<file path="config.mk">
export PLATFORM = sky130hd
export DESIGN_NAME = bram_to_rgb
export DESIGN_NICKNAME = d
export VERILOG_FILES = /design/src/rtl/bram_to_rgb.sv
export SDC_FILE = /design/constraint.sdc
export NUM_CORES = 1
export LEC_CHECK = 0
export ABC_CLOCK_PERIOD_IN_PS = 7200
export CORE_MARGIN = 3
export CORE_UTILIZATION = 54
export DETAILED_ROUTE_END_ITERATION = 12
export PLACE_DENSITY = 0.85
export RECOVER_POWER = 100
export SYNTH_ARGS = -nofsm -noshare
export SYNTH_HDL_FRONTEND = slang
export SYNTH_SLANG_ARGS = --single-unit
</file>
<file path="constraint.sdc">
create_clock -name clk -period 7.2 [get_ports clk]
set_clock_uncertainty 0.05 [all_clocks]
set_input_delay 1.44 -clock clk [delete_from_list [all_inputs] [get_ports clk]]
set_output_delay 1.44 -clock clk [all_outputs]
set_load 0.05 [all_outputs]
</file>
<file path="src/rtl/bram_to_rgb.sv">
// bram_to_rgb: frame-buffer read-out engine. Fetches the R, G and B bytes of each
// pixel through a 1-cycle registered-read BRAM port and streams assembled pixels.
module bram_to_rgb #(
    parameter int NUM_PIXELS = 128,
    parameter int ADDR_W     = 9,
    parameter int PIX_W      = 7
) (
    input  logic              clk,
    input  logic              rst,
    input  logic              start,
    input  logic [ADDR_W-1:0] frame_base,
    output logic              bram_rd,
    output logic [ADDR_W-1:0] bram_addr,
    input  logic [7:0]        bram_data,
    output logic [7:0]        rgb_r,
    output logic [7:0]        rgb_g,
    output logic [7:0]        rgb_b,
    output logic              pix_valid,
    input  logic              pix_ready,
    output logic              pix_last,
    output logic              busy,
    output logic              frame_done
);

    // Pixel stream: a pixel transfers on a rising clk edge where pix_valid and
    // pix_ready are both 1; while pix_valid=1 and pix_ready=0, pix_valid, rgb_*
    // and pix_last hold; pix_ready is ignored whenever pix_valid=0.

    typedef enum logic [2:0] {
        ST_IDLE = 3'd0,
        ST_RD_R = 3'd1,
        ST_RD_G = 3'd2,
        ST_RD_B = 3'd3,
        ST_CAP  = 3'd4,
        ST_OUT  = 3'd5
    } state_t;

    localparam logic [PIX_W-1:0] LAST_PIX = PIX_W'(NUM_PIXELS - 1);

    state_t            state_q, state_d;
    logic [PIX_W-1:0]  pix_q, pix_d;
    logic [ADDR_W-1:0] base_q, base_d;
    logic [7:0]        rgb_r_q, rgb_r_d;
    logic [7:0]        rgb_g_q, rgb_g_d;
    logic [7:0]        rgb_b_q, rgb_b_d;
    logic              frame_done_q, frame_done_d;

    logic              is_last;
    logic [ADDR_W-1:0] pix_ext;
    logic [ADDR_W-1:0] pix_addr;

    // Byte address of the R byte of the current pixel: base + p + 2p, wrapping.
    always_comb begin
        is_last  = (pix_q == LAST_PIX);
        pix_ext  = ADDR_W'(pix_q);
        pix_addr = base_q + pix_ext + (pix_ext << 1);
    end

    // Read data lags its address by one cycle, so each byte is captured on the
    // edge leaving the state after the one that issued its address.
    always_comb begin
        state_d      = state_q;
        pix_d        = pix_q;
        base_d       = base_q;
        rgb_r_d      = rgb_r_q;
        rgb_g_d      = rgb_g_q;
        rgb_b_d      = rgb_b_q;
        frame_done_d = 1'b0;
        case (state_q)
            ST_IDLE: begin
                if (start) begin
                    base_d  = frame_base;
                    pix_d   = '0;
                    state_d = ST_RD_R;
                end
            end
            ST_RD_R: state_d = ST_RD_G;
            ST_RD_G: begin
                rgb_r_d = bram_data;
                state_d = ST_RD_B;
            end
            ST_RD_B: begin
                rgb_g_d = bram_data;
                state_d = ST_CAP;
            end
            ST_CAP: begin
                rgb_b_d = bram_data;
                state_d = ST_OUT;
            end
            ST_OUT: begin
                if (pix_ready) begin
                    if (is_last) begin
                        frame_done_d = 1'b1;
                        state_d      = ST_IDLE;
                    end else begin
                        pix_d   = pix_q + 1'b1;
                        state_d = ST_RD_R;
                    end
                end
            end
            default: state_d = ST_IDLE;
        endcase
    end

    // Read port is decoded from registered state only; address parks at 0.
    always_comb begin
        bram_rd   = 1'b0;
        bram_addr = '0;
        case (state_q)
            ST_RD_R: begin
                bram_rd   = 1'b1;
                bram_addr = pix_addr;
            end
            ST_RD_G: begin
                bram_rd   = 1'b1;
                bram_addr = pix_addr + ADDR_W'(1);
            end
            ST_RD_B: begin
                bram_rd   = 1'b1;
                bram_addr = pix_addr + ADDR_W'(2);
            end
            default: begin
                bram_rd   = 1'b0;
                bram_addr = '0;
            end
        endcase
    end

    always_comb begin
        pix_valid  = (state_q == ST_OUT);
        pix_last   = (state_q == ST_OUT) && is_last;
        busy       = (state_q != ST_IDLE);
        frame_done = frame_done_q;
        rgb_r      = rgb_r_q;
        rgb_g      = rgb_g_q;
        rgb_b      = rgb_b_q;
    end

    always_ff @(posedge clk) begin
        if (rst) begin
            state_q      <= ST_IDLE;
            pix_q        <= '0;
            base_q       <= '0;
            rgb_r_q      <= '0;
            rgb_g_q      <= '0;
            rgb_b_q      <= '0;
            frame_done_q <= 1'b0;
        end else begin
            state_q      <= state_d;
            pix_q        <= pix_d;
            base_q       <= base_d;
            rgb_r_q      <= rgb_r_d;
            rgb_g_q      <= rgb_g_d;
            rgb_b_q      <= rgb_b_d;
            frame_done_q <= frame_done_d;
        end
    end

endmodule

</file>
Run 1, clock routing:
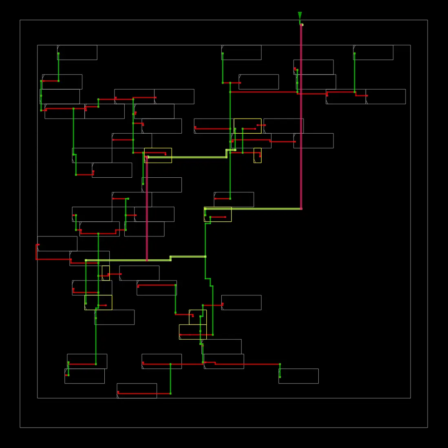
clock sink count: 44
Inserted Clock Buffers: 5
clkbuf count: 7

Run 1, placed cells, one color a class:
Scale bar: 20 µm.
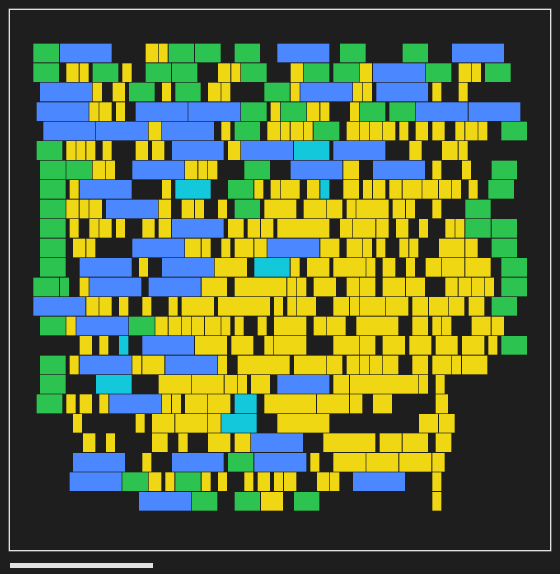
- cyan: clock drivers and dummy loads (cells 8; share of their area 2.7%)
- blue: flip-flops (cells 44; share of their area 28%)
- yellow: all other logic (cells 271; share of their area 51%)
- green: other buffers and delay cells (cells 59; share of their area 18%)

Run 1, signal wires on met1:
Supply wires on this layer in gray. Cells faint in the background.
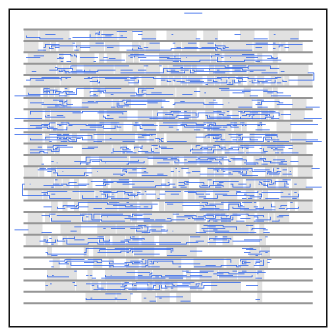
- share of all routed wire: 46%
- main direction: horizontal

Run 1, cell sizes after repair:
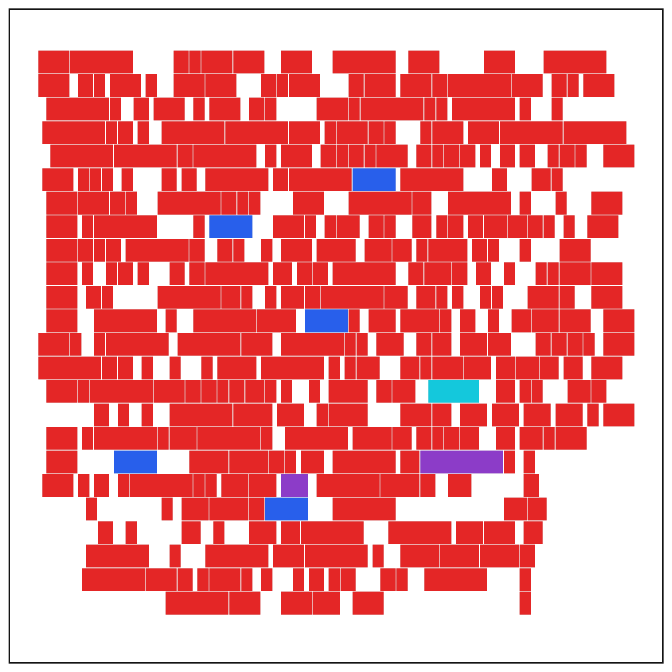
- cyan: drive 2 (cells 1; share 0.26%)
- red: drive 1 or less (cells 374; share 98%)
- purple: drive 3 to 4 (cells 2; share 0.52%)
- blue: drive 6 and up (cells 5; share 1.3%)

==> out/results.ini, run 1 <==
[sta]
finalHoldViolations = 0
unrepaired_setup_endpoints_after_global_routing = no
achievable_clock_frequency_mhz = 171.9
setup-violations-final = 0
timing.setup.tns_ps = 0
final.setup.worst_slack_ps = 1382
finalMaxSlewViolations = 41
min_period_ps = 5818
max_slew_margin_pct = -14.81
final.hold.worst_slack_ps = 402.9
post-route-period-util_pct = 80.80

[placed_design]
place_area_um2 = 3179
place_ws_ps = 1786
gpl.final_weighted_congestion = 0.8789
detailed_place_hpwl_um = 4782
numPortBuffers = 58
place.detailed.instances = 426

[global_route]
grt_most_used_layer = met2
global_route.usage.total_pct = 23.41
vias_in_the_first_global_route = 2230
grt_pass1_wl_um = 10250
grt_util_met1_pct = 32.17
grt.overflow.total = 0
grt_max_degree = 41

[pwr]
leakage_power_nw = 1.442
seq_power_share_pct = 48.5
netSwitchingPower_w = 0.0001777
switching_share_pct = 32.69
power-top-group = sequential cells
internal-power_w = 0.0003659
comb_power_w = 0.000127
clockNetworkPower_w = 0.000153
power.share.clock_pct = 28.1
worst_voltage_drop_across_the_vdd_grid_mv = 0.1359
power.sequential.total_w = 0.000264
post-layout-total-power_w = 0.0005436
power_frac_comb_pct = 23.4

[finish]
registers.top_by_ff_count = base_q
layout.comb_gates.multi_input = 256
most_frequently_placed_logic_cell_in_the_final_layout = sky130_fd_sc_hd__nand2_1
stdcell_count = 434
flop-count = 44
layout.area.seq_um2 = 880.8
antenna_diode_instance_count = 0
final_net_count = 425
share_of_cells_above_drive_strength_1_pct = 2.094
largest_register_ffs = 9
post-route-cell-area_um2 = 3261
layout.non_clock_buffers = 59
layout.area.top_class = multi-input combinational cells
synthToLayoutAreaGrowth_pct = 25.47
clock_cell_share_of_area_pct = 2.609
layout.nonclk_buf_share_pct = 17.92

[worst_setup_path]
worst-path-buf-inv = 4
crit_end = bram_addr[8]
cp_cell_sequence = inv_1, fa_1, inv_1, ha_1, inv_1, fa_1, nor2b_1, o311a_1, nor4_1, a311oi_1, a221o_1, o21ai_1, a21bo_1, dlygate4sd3_1
cp_max_fo = 7
critical_path_required_ps = 5710
critical_path.startpoint = pix_q[0]
rr_endpoint = pix_q[5]
rr_startpoint = state_q[1]
timing.critical_path.slowest_cell_delay_ps = 860
critical_path_cell_count = 14
cp_top_family = AND-OR/OR-AND gates
arrival_ps = 4330
timing.critical_path.mode_cell = sky130_fd_sc_hd__inv_1
crit_path_top_delay_cell = sky130_fd_sc_hd__dlygate4sd3_1
crit_path_start_kind = register

[min_path]
worst_hold_endpoint = rgb_b[7]
timing.hold.worst.class = reg -> reg
min_path_cells = 2
min_from = rgb_b[7]

[die]
io_pins = 59
chipArea_um2 = 5681
tap_cells = 52
chip_width_um = 75.37
fp.dieH_um = 75.37
fp-utilization_pct = 57.69
core-area_um2 = 4504
placementRows = 24

[status]
failing_checks = max-capacitance violations, max-slew violations
run_status = finished, violations left

[routing]
drc = 0
via_count = 2420
wl_met1_um = 2901
met2RoutedLength_um = 3040
highest_layer = met4
routedWlPerCell_um = 14.39
postRouteAntennaNets = 0
met3_wirelength_um = 222
drt_wl_total_um = 6247

[logic_synthesis]
synth_flops = 44
synth.cellmix.xorXnorShare_pct = 4.670
cell_area_after_technology_mapping_um2 = 2599
multiplexer_share_of_the_synthesized_area_pct = 0.7703
main_area_contributors = sky130_fd_sc_hd__dfxtp_1 34%, sky130_fd_sc_hd__nand2_1 11%, sky130_fd_sc_hd__a21oi_1 8.1%
yosys.area.top_type_share_pct = 33.90
synthesis.yosys.warnings = 0
postSynthCellCount = 334
synthTopLogicFamily = simple AND/OR/NAND/NOR gates
asyncSetResetFlopFracSynth_pct = 0
synth.cellmix.simpleShare_pct = 25.28
yosysCellCount = 334
synth.avg_cell_area_um2 = 7.781
synth_area_leader_cell = sky130_fd_sc_hd__dfxtp_1
most_common_cell = sky130_fd_sc_hd__nand2_1
ys_seq_share_pct = 33.90

[clock_network]
cts.reportedPaths.clkPinSlew_ps = 90
htree_num_levels = 2
postCtsSetupBuffers = 0
clk_root_buffer_cell = sky130_fd_sc_hd__clkbuf_8
clock_tree_from_tritoncts = done
post_cts.resized_instances = 0
clk_latency_ps = 300

[run]
max-cap-violations = 1

Run 1, clock distribution:
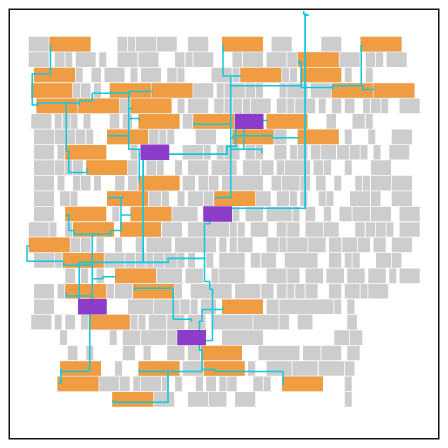

## Run 2: what changed since run 1
--- a/config.mk
+++ b/config.mk
@@ -5,11 +5,11 @@
 export SDC_FILE = /design/constraint.sdc
 export NUM_CORES = 1
 export LEC_CHECK = 0
-export ABC_CLOCK_PERIOD_IN_PS = 7200
+export ABC_CLOCK_PERIOD_IN_PS = 4950
 export CORE_MARGIN = 3
-export CORE_UTILIZATION = 54
+export CORE_UTILIZATION = 46
 export DETAILED_ROUTE_END_ITERATION = 12
-export PLACE_DENSITY = 0.85
+export PLACE_DENSITY = 0.77
 export RECOVER_POWER = 100
 export SYNTH_ARGS = -nofsm -noshare
 export SYNTH_HDL_FRONTEND = slang
==> constraint.sdc (replaced) <==
create_clock -name clk -period 4.95 [get_ports clk]
set_clock_uncertainty 0.05 [all_clocks]
set_input_delay 0.99 -clock clk [delete_from_list [all_inputs] [get_ports clk]]
set_output_delay 0.99 -clock clk [all_outputs]
set_load 0.05 [all_outputs]
Run 2, clock distribution:
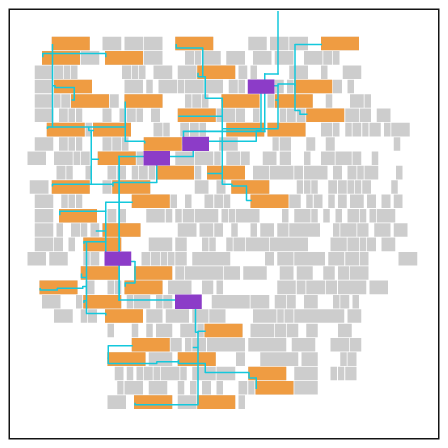
- cyan: clock wires (length 486 µm)
- orange: flip-flops (count 44)
- purple: cells driving clock nets (count 5)
- routed clock nets: 6

==> out/results.ini, run 2 <==
[routing]
wl_met1_um = 2839  ; -2.1%
highest_layer = met4
routedWlPerCell_um = 13.80  ; -4.1%
drc = 0  ; unchanged
met3_wirelength_um = 298  ; +34%
drt_wl_total_um = 6265  ; +0.29%
via_count = 2436  ; +0.66%
postRouteAntennaNets = 0  ; unchanged
met2RoutedLength_um = 3057  ; +0.56%

[sta]
min_period_ps = 4679
setup-violations-final = 0  ; unchanged
achievable_clock_frequency_mhz = 213.7
max_slew_margin_pct = 28.52  ; +43 points
post-route-period-util_pct = 94.52
final.setup.worst_slack_ps = 271.1  ; -1111 ps
finalHoldViolations = 0  ; unchanged
unrepaired_setup_endpoints_after_global_routing = no
finalMaxSlewViolations = 0  ; -100%
final.hold.worst_slack_ps = 403.2  ; +0.3000 ps
timing.setup.tns_ps = 0  ; unchanged

[logic_synthesis]
yosysCellCount = 334  ; unchanged
yosys.area.top_type_share_pct = 33.90  ; unchanged
postSynthCellCount = 334  ; unchanged
cell_area_after_technology_mapping_um2 = 2599  ; unchanged
most_common_cell = sky130_fd_sc_hd__nand2_1
synthTopLogicFamily = simple AND/OR/NAND/NOR gates
yosys-stat-area_um2 = 2599
synth.avg_cell_area_um2 = 7.781  ; unchanged
ys_seq_share_pct = 33.90  ; unchanged
synth_area_leader_cell = sky130_fd_sc_hd__dfxtp_1
synth.cellmix.xorXnorShare_pct = 4.670  ; unchanged
asyncSetResetFlopFracSynth_pct = 0  ; unchanged
synth_flops = 44  ; unchanged
multiplexer_share_of_the_synthesized_area_pct = 0.7703  ; unchanged
adder_and_majority_cell_fraction_of_the_synthesized_area_pct = 13.10
synth.cellmix.simpleShare_pct = 25.28  ; unchanged
synthesis.yosys.warnings = 0  ; unchanged

[finish]
synthToLayoutAreaGrowth_pct = 26.29
flop-count = 44  ; unchanged
post-route-cell-area_um2 = 3282  ; +0.65%
layout.area.top_class = multi-input combinational cells
nClkBuffers = 5  ; -2
clock_cell_share_of_area_pct = 2.478  ; -0.13 points
layout.nonclk_buf_share_pct = 17.46  ; -0.46 points
stdcell_count = 454  ; +4.6%
largest_register_ffs = 9  ; unchanged
final_net_count = 428  ; +0.71%
layout.area.seq_um2 = 880.8  ; unchanged
layout.comb_gates.multi_input = 256  ; unchanged
most_frequently_placed_logic_cell_in_the_final_layout = sky130_fd_sc_hd__nand2_1
layout.non_clock_buffers = 62  ; +5.1%
antenna_diode_instance_count = 0  ; unchanged
share_of_cells_above_drive_strength_1_pct = 4.688  ; +2.6 points
registers.top_by_ff_count = base_q
combAreaFraction_pct = 48.84

[worst_setup_path]
critical_path_required_ps = 3910  ; -1800 ps
critical_path.startpoint = pix_q[0]
cp_max_fo = 7  ; unchanged
cp_cell_sequence = inv_1, fa_1, inv_1, ha_1, inv_1, fa_1, nor2b_1, o31ai_1, xnor2_2, nor2b_1, nand2_1, mux2i_1, a22o_1, buf_4
arrival_ps = 3640  ; -690 ps
crit_end = bram_addr[6]
worst-path-buf-inv = 4  ; unchanged
rr_startpoint = state_q[0]
crit_path_start_kind = register
cp_top_family = adder cells
timing.critical_path.mode_cell = sky130_fd_sc_hd__inv_1
critical_path_cell_count = 14  ; unchanged
timing.critical_path.slowest_cell_delay_ps = 480  ; -380 ps
crit_path_top_delay_cell = sky130_fd_sc_hd__fa_1
end_kind = primary output
rr_endpoint = pix_q[5]

[clock_network]
postCtsSetupBuffers = 0  ; unchanged
cts.path.max_buffers = 2
clk_root_buffer_cell = sky130_fd_sc_hd__clkbuf_8
clkSinkCount = 44  ; unchanged
clk_latency_ps = 290  ; about the same
post_cts.resized_instances = 0  ; unchanged
cts.reportedPaths.clkPinSlew_ps = 80  ; about the same
htree_num_levels = 2  ; unchanged
tritoncts.num_buffers = 5  ; unchanged

[die]
placementRows = 26  ; +8.3%
io_pins = 59  ; unchanged
fp.dieH_um = 81.16  ; +7.7%
tap_cells = 70  ; +35%
core-area_um2 = 5270  ; +17%
chipArea_um2 = 6587  ; +16%
fp-utilization_pct = 49.31  ; -8.4 points
chip_width_um = 81.16  ; +7.7%

[global_route]
grt.overflow.total = 0  ; unchanged
vias_in_the_first_global_route = 2334  ; +4.7%
grt_max_degree = 27  ; -34%
grt_util_met1_pct = 25.88  ; -6.3 points
grt_antenna_before_repair = 0
grt_pass1_wl_um = 10470  ; +2.2%
grt_most_used_layer = met2
global_route.usage.total_pct = 19.84  ; -3.6 points

[placed_design]
place_area_um2 = 3227  ; +1.5%
place.detailed.instances = 447  ; +4.9%
gpl.final_weighted_congestion = 0.8541  ; -2.8%
detailed_place_hpwl_um = 4830  ; +1.0%
place_ws_ps = 360.8  ; -1425 ps
numPortBuffers = 58  ; unchanged

[pwr]
worst_voltage_drop_across_the_vdd_grid_mv = 0.1432  ; +5.4%
netSwitchingPower_w = 0.0002569  ; +45%
seq_power_share_pct = 48.2  ; -0.3 points
power.share.clock_pct = 27.2  ; -0.9 points
power.sequential.total_w = 0.000378  ; +43%
comb_power_w = 0.000193  ; +52%
post-layout-total-power_w = 0.0007853  ; +44%
leakage_power_nw = 1.434  ; -0.50%
power_frac_comb_pct = 24.6  ; +1.2 points
clockNetworkPower_w = 0.000214  ; +40%
power-top-group = sequential cells
switching_share_pct = 32.72  ; about the same
internal-power_w = 0.0005283  ; +44%

[min_path]
timing.hold.worst.class = reg -> reg
worst_hold_endpoint = rgb_b[1]
min_from = rgb_b[1]
min_path_cells = 2  ; unchanged

[status]
run_status = finished, final reports clean

Run 2, placed cells, one color a class:
Scale bar: 20 µm.
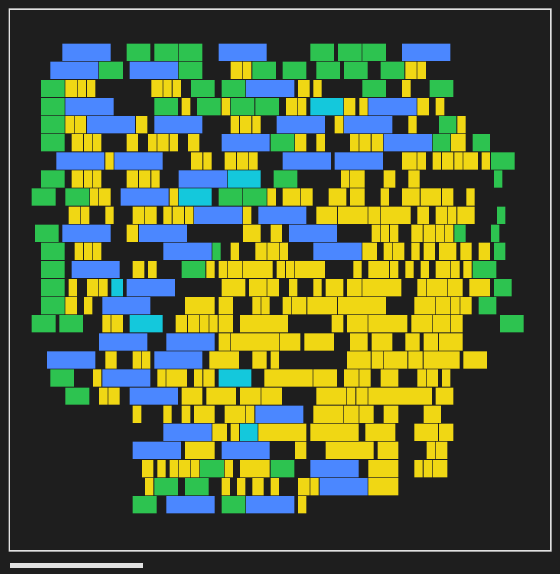
- green: other buffers and delay cells (cells 62; share of their area 18%)
- yellow: all other logic (cells 271; share of their area 52%)
- cyan: clock drivers and dummy loads (cells 7; share of their area 2.5%)
- blue: flip-flops (cells 44; share of their area 28%)

Run 2, clock routing:
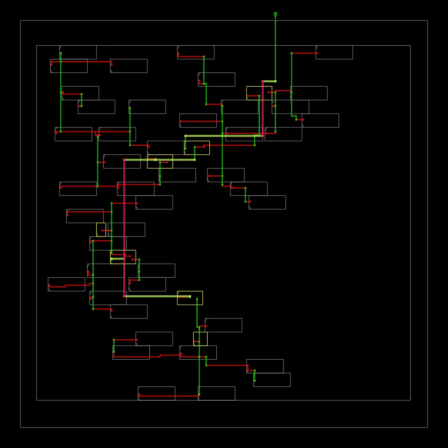

## Run 3: what changed since run 2
--- a/config.mk
+++ b/config.mk
@@ -9,6 +9,7 @@
 export CORE_MARGIN = 3
 export CORE_UTILIZATION = 46
 export DETAILED_ROUTE_END_ITERATION = 12
+export MAX_ROUTING_LAYER = met4
 export PLACE_DENSITY = 0.77
 export RECOVER_POWER = 100
 export SYNTH_ARGS = -nofsm -noshare
Run 3, clock routing:
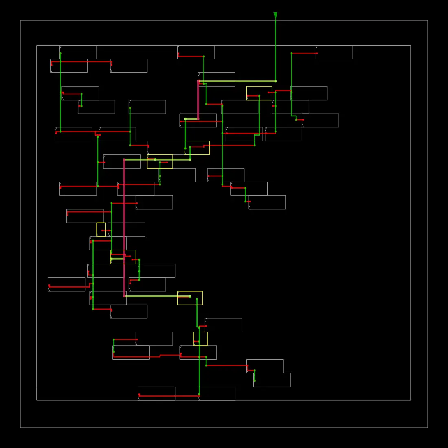
registers: 44
worst-skew pair later-pin latency: 290 ps
power in the clock group: 0.000213 W
clkbuf count: 5

Run 3, signal wires on met1:
Supply wires on this layer in gray. Cells faint in the background.
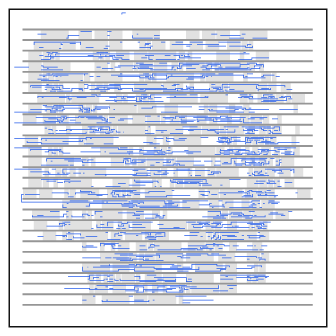
- longest straight run: 49.7 µm
- nets with wire on the layer: 380
- share of all routed wire: 45%
- wire length on this layer: 2830 µm
- main direction: horizontal

==> out/results.ini, run 3 <==
[logic_synthesis]
multiplexer_share_of_the_synthesized_area_pct = 0.7703  ; unchanged
cell_area_after_technology_mapping_um2 = 2599  ; unchanged
postSynthCellCount = 334  ; unchanged
synthTopLogicFamily = simple AND/OR/NAND/NOR gates
ys_seq_share_pct = 33.90  ; unchanged
synth_area_leader_cell = sky130_fd_sc_hd__dfxtp_1
yosys.area.top_type_share_pct = 33.90  ; unchanged
synth.cellmix.simpleShare_pct = 25.28  ; unchanged
asyncSetResetFlopFracSynth_pct = 0  ; unchanged
synth.cellmix.xorXnorShare_pct = 4.670  ; unchanged
yosysCellCount = 334  ; unchanged
most_common_cell = sky130_fd_sc_hd__nand2_1

[finish]
layout.comb_gates.multi_input = 256  ; unchanged
final_net_count = 428  ; unchanged
clock_cell_share_of_area_pct = 2.478  ; unchanged
largest_register_ffs = 9  ; unchanged
antenna_diode_instance_count = 0  ; unchanged
registers.top_by_ff_count = base_q
combAreaFraction_pct = 48.84  ; unchanged
synthToLayoutAreaGrowth_pct = 26.29  ; unchanged

[worst_setup_path]
critical_path_required_ps = 3910  ; about the same
rr_endpoint = pix_q[5]
rr_startpoint = state_q[0]
timing.critical_path.slowest_cell_delay_ps = 540  ; +60 ps
arrival_ps = 3630  ; about the same
cp_cell_sequence = inv_1, fa_1, inv_1, ha_1, inv_1, fa_1, nor2b_1, o311a_1, nor4_1, a311oi_2, a221o_1, o21ai_1, a21bo_1, buf_4
critical_path.startpoint = pix_q[0]
cp_top_family = AND-OR/OR-AND gates
timing.critical_path.mode_cell = sky130_fd_sc_hd__inv_1
critical_path_cell_count = 14  ; unchanged
end_kind = primary output

[pwr]
comb_power_w = 0.000194  ; about the same
netSwitchingPower_w = 0.0002570  ; about the same
power.sequential.total_w = 0.000378  ; about the same
leakage_power_nw = 1.434  ; unchanged
power-top-group = sequential cells
seq_power_share_pct = 48.2  ; about the same
power_frac_comb_pct = 24.7  ; about the same
switching_share_pct = 32.72  ; about the same
post-layout-total-power_w = 0.0007853  ; about the same
worst_voltage_drop_across_the_vdd_grid_mv = 0.1431  ; about the same
power.share.clock_pct = 27.2  ; about the same

[clock_network]
clk_root_buffer_cell = sky130_fd_sc_hd__clkbuf_8
cts.reportedPaths.clkPinSlew_ps = 80  ; about the same
cts.path.max_buffers = 2  ; unchanged
htree_num_levels = 2  ; unchanged

[global_route]
grt_antenna_before_repair = 0  ; unchanged
grt_most_used_layer = met2
grt.overflow.total = 0  ; unchanged
grt_util_met1_pct = 25.88  ; unchanged
vias_in_the_first_global_route = 2338  ; +0.17%

[placed_design]
place.detailed.instances = 447  ; unchanged
detailed_place_hpwl_um = 4830  ; unchanged
place_area_um2 = 3227  ; unchanged
place_ws_ps = 360.8  ; unchanged
gpl.final_weighted_congestion = 0.8678  ; +1.6%

[die]
io_pins = 59  ; unchanged
tap_cells = 70  ; unchanged
fp-utilization_pct = 49.31  ; unchanged
placementRows = 26  ; unchanged
fp.dieH_um = 81.16  ; unchanged

[routing]
drc = 0  ; unchanged
met2RoutedLength_um = 3068  ; +0.36%

[status]
run_status = finished, final reports clean

[min_path]
min_from = rgb_b[1]
min_path_cells = 2  ; unchanged
worst_hold_endpoint = rgb_b[1]

[sta]
unrepaired_setup_endpoints_after_global_routing = no
post-route-period-util_pct = 94.34  ; -0.18 points
finalHoldViolations = 0  ; unchanged
finalMaxSlewViolations = 0  ; unchanged
timing.setup.tns_ps = 0  ; unchanged
min_period_ps = 4670  ; -8.866 ps

No activity file was given, so power comes from the tool's default toggle rates.
